--- config.mk ---
export PLATFORM = sky130hd
export DESIGN_NAME = seq_divider_flat
export DESIGN_NICKNAME = d
export VERILOG_FILES = /design/src/rtl/seq_divider_if.sv /design/src/rtl/seq_divider.sv /design/src/flat_wrapper.sv
export SDC_FILE = /design/constraint.sdc
export NUM_CORES = 1
export LEC_CHECK = 0
export CORE_ASPECT_RATIO = 0.9
export CORE_UTILIZATION = 49
export CTS_BUF_LIST = sky130_fd_sc_hd__clkbuf_4
export DETAILED_ROUTE_END_ITERATION = 10
export PLACE_DENSITY = 0.89
export SYNTH_ARGS = -nofsm -noshare
export SYNTH_HDL_FRONTEND = slang
export SYNTH_SLANG_ARGS = --single-unit
--- constraint.sdc ---
create_clock -name clk -period 1.95 [get_ports clk]
set_input_delay 0.195 -clock clk [delete_from_list [all_inputs] [get_ports clk]]
set_output_delay 0.195 -clock clk [all_outputs]
set_load 0.02 [all_outputs]
--- src/rtl/seq_divider_if.sv ---
// Request/response bundle for seq_divider: operand handshake in, result handshake out.
// master is the requester/consumer side, slave is the divider.
interface seq_divider_if #(
    parameter int N = 4
);
    logic         in_valid;
    logic         in_ready;
    logic [N-1:0] dividend;
    logic [N-1:0] divisor;
    logic         out_valid;
    logic         out_ready;
    logic [N-1:0] quotient;
    logic [N-1:0] remainder;
    logic         div_by_zero;
    logic         zero;

    modport master (
        output in_valid, dividend, divisor, out_ready,
        input  in_ready, out_valid, quotient, remainder, div_by_zero, zero
    );

    modport slave (
        input  in_valid, dividend, divisor, out_ready,
        output in_ready, out_valid, quotient, remainder, div_by_zero, zero
    );
endinterface

--- src/rtl/seq_divider.sv ---
// Unsigned restoring divider producing one quotient bit per clock, with
// valid/ready handshakes on operands and result plus zero / divide-by-zero flags.
//
// state | meaning
// IDLE  | in_ready high, waiting for an operand request
// BUSY  | shifting/subtracting one quotient bit per edge (or finishing a zero-divisor request)
// DONE  | out_valid high, result held until out_ready
module seq_divider #(
    parameter int N = 4
) (
    input  logic        clk,
    input  logic        rst_n,
    seq_divider_if.slave bus
);
    localparam int CW = (N > 2) ? $clog2(N) : 1;
    localparam logic [CW-1:0] CNT_INIT = CW'(N - 1);

    typedef enum logic [1:0] {
        IDLE = 2'd0,
        BUSY = 2'd1,
        DONE = 2'd2
    } state_t;

    state_t        state;
    logic [N-1:0]  r;
    logic [N-1:0]  q;
    logic [N-1:0]  d;
    logic [CW-1:0] cnt;
    logic          dz_pend;

    logic [N-1:0]  quotient_q;
    logic [N-1:0]  remainder_q;
    logic          div_by_zero_q;
    logic          zero_q;

    logic [N:0]    s;
    logic [N:0]    t;
    logic [N-1:0]  r_next;
    logic [N-1:0]  q_next;

    // The partial remainder always stays below the divisor, so N bits hold it;
    // the trial subtraction itself is N+1 bits so the borrow never wraps.
    always_comb begin
        s      = {r, q[N-1]};
        t      = s - {1'b0, d};
        r_next = t[N] ? s[N-1:0] : t[N-1:0];
        q_next = {q[N-2:0], ~t[N]};
    end

    always_ff @(posedge clk or negedge rst_n) begin
        if (!rst_n) begin
            state         <= IDLE;
            r             <= '0;
            q             <= '0;
            d             <= '0;
            cnt           <= '0;
            dz_pend       <= 1'b0;
            quotient_q    <= '0;
            remainder_q   <= '0;
            div_by_zero_q <= 1'b0;
            zero_q        <= 1'b0;
        end else begin
            case (state)
                IDLE: begin
                    if (bus.in_valid) begin
                        state   <= BUSY;
                        r       <= '0;
                        q       <= bus.dividend;
                        d       <= bus.divisor;
                        cnt     <= CNT_INIT;
                        dz_pend <= (bus.divisor == '0);
                    end
                end
                BUSY: begin
                    // A zero divisor spends exactly one BUSY edge before its result appears.
                    if (dz_pend) begin
                        state         <= DONE;
                        dz_pend       <= 1'b0;
                        quotient_q    <= '1;
                        remainder_q   <= q;
                        div_by_zero_q <= 1'b1;
                        zero_q        <= 1'b0;
                    end else begin
                        r <= r_next;
                        q <= q_next;
                        if (cnt == '0) begin
                            state         <= DONE;
                            quotient_q    <= q_next;
                            remainder_q   <= r_next;
                            div_by_zero_q <= 1'b0;
                            zero_q        <= (q_next == '0);
                        end else begin
                            cnt <= cnt - CW'(1);
                        end
                    end
                end
                DONE: begin
                    if (bus.out_ready) state <= IDLE;
                end
                default: state <= IDLE;
            endcase
        end
    end

    assign bus.in_ready    = (state == IDLE);
    assign bus.out_valid   = (state == DONE);
    assign bus.quotient    = quotient_q;
    assign bus.remainder   = remainder_q;
    assign bus.div_by_zero = div_by_zero_q;
    assign bus.zero        = zero_q;
endmodule
--- src/flat_wrapper.sv ---
// flat-port wrapper written by rule: the top's interface ports become plain ports
module seq_divider_flat 
#(
    parameter int N = 4
)
  (clk, rst_n, bus_in_valid, bus_dividend, bus_divisor, bus_out_ready, bus_in_ready, bus_out_valid, bus_quotient, bus_remainder, bus_div_by_zero, bus_zero);
  seq_divider_if #(.N(N)) bus_i ();
  input  logic clk;
  input  logic rst_n;
  input wire logic [$bits(bus_i.in_valid)-1:0] bus_in_valid;
  input wire logic [$bits(bus_i.dividend)-1:0] bus_dividend;
  input wire logic [$bits(bus_i.divisor)-1:0] bus_divisor;
  input wire logic [$bits(bus_i.out_ready)-1:0] bus_out_ready;
  output wire logic [$bits(bus_i.in_ready)-1:0] bus_in_ready;
  output wire logic [$bits(bus_i.out_valid)-1:0] bus_out_valid;
  output wire logic [$bits(bus_i.quotient)-1:0] bus_quotient;
  output wire logic [$bits(bus_i.remainder)-1:0] bus_remainder;
  output wire logic [$bits(bus_i.div_by_zero)-1:0] bus_div_by_zero;
  output wire logic [$bits(bus_i.zero)-1:0] bus_zero;
  assign bus_i.in_valid = bus_in_valid;
  assign bus_i.dividend = bus_dividend;
  assign bus_i.divisor = bus_divisor;
  assign bus_i.out_ready = bus_out_ready;
  assign bus_in_ready = bus_i.in_ready;
  assign bus_out_valid = bus_i.out_valid;
  assign bus_quotient = bus_i.quotient;
  assign bus_remainder = bus_i.remainder;
  assign bus_div_by_zero = bus_i.div_by_zero;
  assign bus_zero = bus_i.zero;
  seq_divider #(.N(N)) u_core (.clk(clk), .rst_n(rst_n), .bus(bus_i));
endmodule
**Run 1: placed cells, one color a class**

Drawn at 6 px/µm. Fill, decap, tap and diode cells in gray.
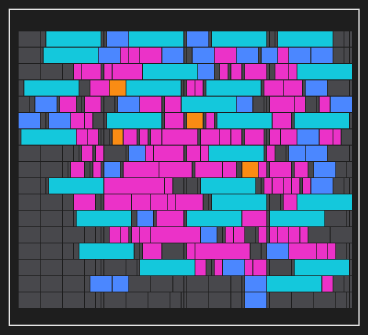
legend:
  orange:
    class: clock drivers and dummy loads
    cells: 4
  magenta:
    class: remaining logic cells
    cells: 100
  blue:
    class: remaining buffers and delay cells
    cells: 32
  cyan:
    class: sequential cells
    cells: 27
final core utilization: 0.684
flop share of the area: 0.384

**Run 1: the metal 2 layer**

Drawn at 6 px/µm. Cells faint in the background.
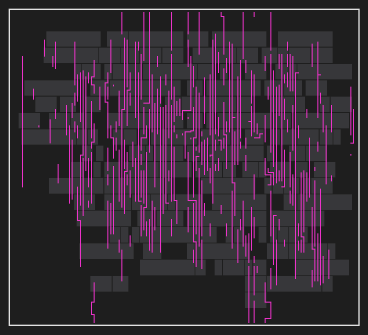
share of all routed wire: 50%
longest straight run: 34.3 µm
main direction: vertical
wire length on this layer: 1500 µm
detailed-route via count: 1087
Routed WL: 3010 µm
GR Util met2: 0.360

**Run 1: the clock network**

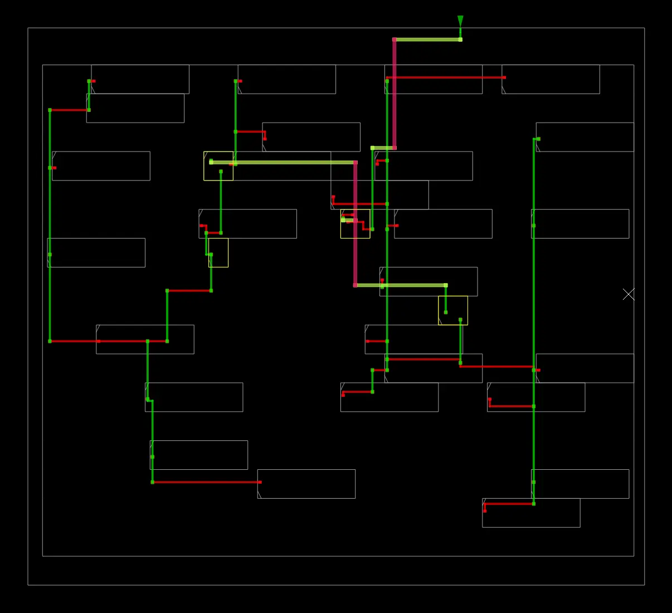
sequential cells: 27
clock latency on the worst-skew pair: 330 ps
# clk buffers: 3
clock sink count: 27
total CTS buffers: 3

**Run 1: clock distribution**

Drawn at 10 px/µm.
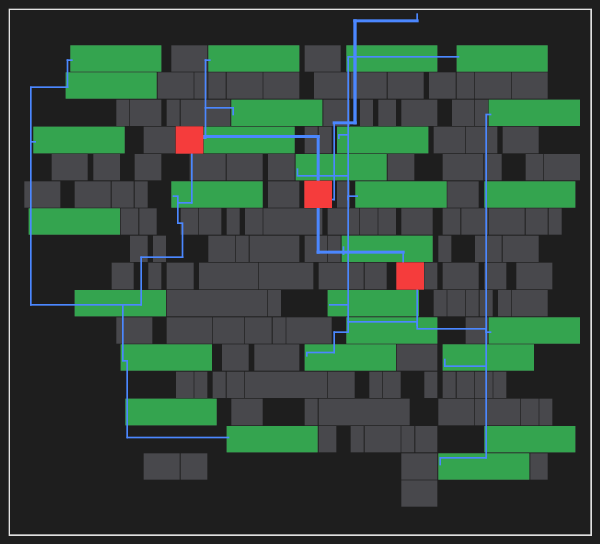
legend:
  green:
    item: flip-flops
    count: 27
  red:
    item: clock-net drivers
    count: 3
  blue:
    item: clock wires
    length: 289 µm
flops lie: all over the die
Power Clock: 0.242 mW
skew final: 12.7 ps
clock power share: 0.069

==> flow_summary.toml, run 1 <==
# physical design summary
[run_status]
status = "finished, violations left"
violations = "design-rule violations, negative setup slack"

[worst_setup_path]
endpoint_kind = "register"
crit_end = "u_core.r[3]"
crit_buf_inv = 2
start_kind = "register"
r2r_slack_ps = -170
path_class = "reg -> reg"
critPathLaunch = "u_core.q[3]"
worst-path-stages = 9
cpMostUsedCell = "inv_2"
critPathSlowestCell = "dfrtp_1"
cp_max_fo = 6

[cells_and_area]
antennaDiodeCount = 0
final_area_um2 = 1760
combGateArea_um2 = 667
fillCellCount = 180
finish.net_count = 182
buffers = 32
dominant_cells = "sequential cells"
nMultiInputCombCells = 88

[clocking]
post_cts_resized = 4
cts_tree = "done"
h-tree-depth = 1

[die]
pin_count = 24
initCoreUtil = 0.538
dieArea_um2 = 3040
die_w_um = 58.0
tap_cells = 38

[drt]
wl_met2_um = 1500
drc_errors = 1
postRouteAntennaNets = 0
viasPerCell = 5.41
met1_length_um = 1320
first_iter_violations = 73
dr_wl_met3_um = 166

[sta]
tightest_slew_ps = 788
setup_viol = 11
grt_setup_unrepaired = "yes"
finalSetupTns_ps = -1180
hold_ws_ps = 208
postLayoutSetupSlackWorst_ps = -173
layout_min_cycle_time_ps = 2120
fmax_mhz = 471

[power]
peakVddDrop_mv = 1.03
comb-power_mw = 2.25
pwr-share-comb = 0.639
seqPwrFrac = 0.292
power_mw = 3.52

[synthesis]
ys_sh_adder = 0.0596
ys_cells = 133
netlist_logic_family_top = "AND-OR/OR-AND gates"
simple_gate_share = 0.109
mux_area_frac = 0.0768
yosys.area_share.aoi = 0.182
synthXorXnorAreaFrac = 0.0325
yosys.area.top_type_share = 0.488
ff_type = "dfrtp_1"
ys_types = 36
synthArstFlopShare = 1.00
netlist_area_um2 = 1390

[grt]
grt-busiest-layer = "met2"
grt_first_pass_wirelength_um = 4850
met1_usage = 0.288
grt_pass1_vias = 1053

[place]
place_inst = 195
pre_cts_ws_ps = -216
dp_hpwl_um = 2200
place_congestion = 0.798
placed_cell_area_um2 = 1690

[run]
maxCapViolations = 0
==> run 2: changes to the inputs <==
--- a/config.mk
+++ b/config.mk
@@ -5,7 +5,6 @@
 export SDC_FILE = /design/constraint.sdc
 export NUM_CORES = 1
 export LEC_CHECK = 0
-export CORE_ASPECT_RATIO = 0.9
 export CORE_UTILIZATION = 49
 export CTS_BUF_LIST = sky130_fd_sc_hd__clkbuf_4
 export DETAILED_ROUTE_END_ITERATION = 10
**Run 2: the metal 2 layer**

Drawn at 6 px/µm. Cells faint in the background.
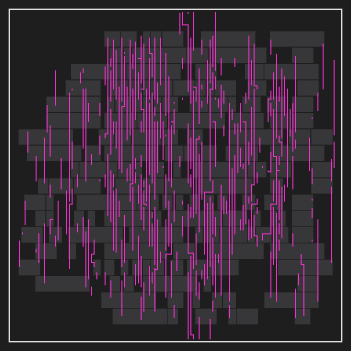
nets with wire on the layer: 168
main direction: vertical
longest straight run: 33.0 µm
share of all routed wire: 52%
GR Util met2: 0.408
detailed-route via count: 1116
Routed WL: 3050 µm

**Run 2: clock distribution**

Drawn at 10 px/µm.
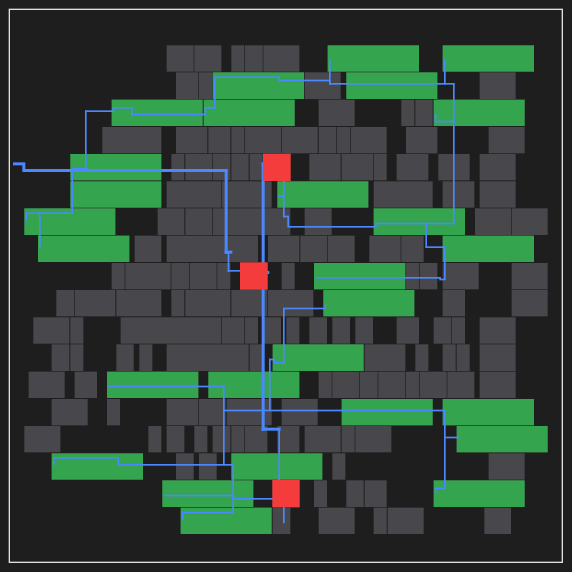
legend:
  blue:
    item: clock wires
    length: 312 µm
  green:
    item: flip-flops
    count: 27
  red:
    item: clock-net drivers
    count: 3
flops lie: all over the die
Power Clock: 0.243 mW
skew final: 7.90 ps

==> run 2 against run 1 <==
  * The flow finishes with violations (negative setup slack)
  * Largest power group unchanged
  * Synthesized cell count did not move
  * Clock power barely moved
  * Clock skew fell by 4.8 ps
  * Sequential cell count did not move
  * Highest routed layer unchanged
==> flow_summary.toml, run 2 <==
# physical design summary
[run_status]
status = "finished, violations left"
violations = "negative setup slack"

[clocking]
h-tree-depth = 1
cts_tree = "done"
post_cts_resized = 1
cts_buffers = 3

[cells_and_area]
dominant_cells = "sequential cells"
nMultiInputCombCells = 88
utilization = 0.691
final_area_um2 = 1770
finish.net_count = 185
fillCellCount = 205

[synthesis]
ys_cells = 133
synthArstFlopShare = 1.00
yosys.area.top_type_share = 0.488
netlist_logic_family_top = "AND-OR/OR-AND gates"
ys_sh_adder = 0.0596
mux_area_frac = 0.0768
netlist_area_um2 = 1390
yosys.area_share.aoi = 0.182

[sta]
postLayoutSetupSlackWorst_ps = -203
layout_min_cycle_time_ps = 2150
setup_viol = 11
tightest_slew_ps = 551
hold_ws_ps = 228
grt_setup_unrepaired = "yes"

[grt]
met1_usage = 0.275
grt_pass1_vias = 1100

[worst_setup_path]
crit_buf_inv = 2
critPathLaunch = "u_core.q[3]"
start_kind = "register"
endpoint_kind = "register"
r2r_slack_ps = -200
cp_max_fo = 5
worst-path-stages = 9
crit_end = "u_core.r[1]"
path_class = "reg -> reg"
cpMostUsedCell = "inv_2"

[power]
power_mw = 3.54
clkPwrFrac = 0.069
seqPwrFrac = 0.291

[place]
dp_hpwl_um = 2220
place_congestion = 0.853
place_inst = 188
placed_cell_area_um2 = 1690

[die]
tap_cells = 30
pin_count = 24

[drt]
met1_length_um = 1280
dr_wl_met3_um = 134
Power is estimated from default activity; no workload was simulated.
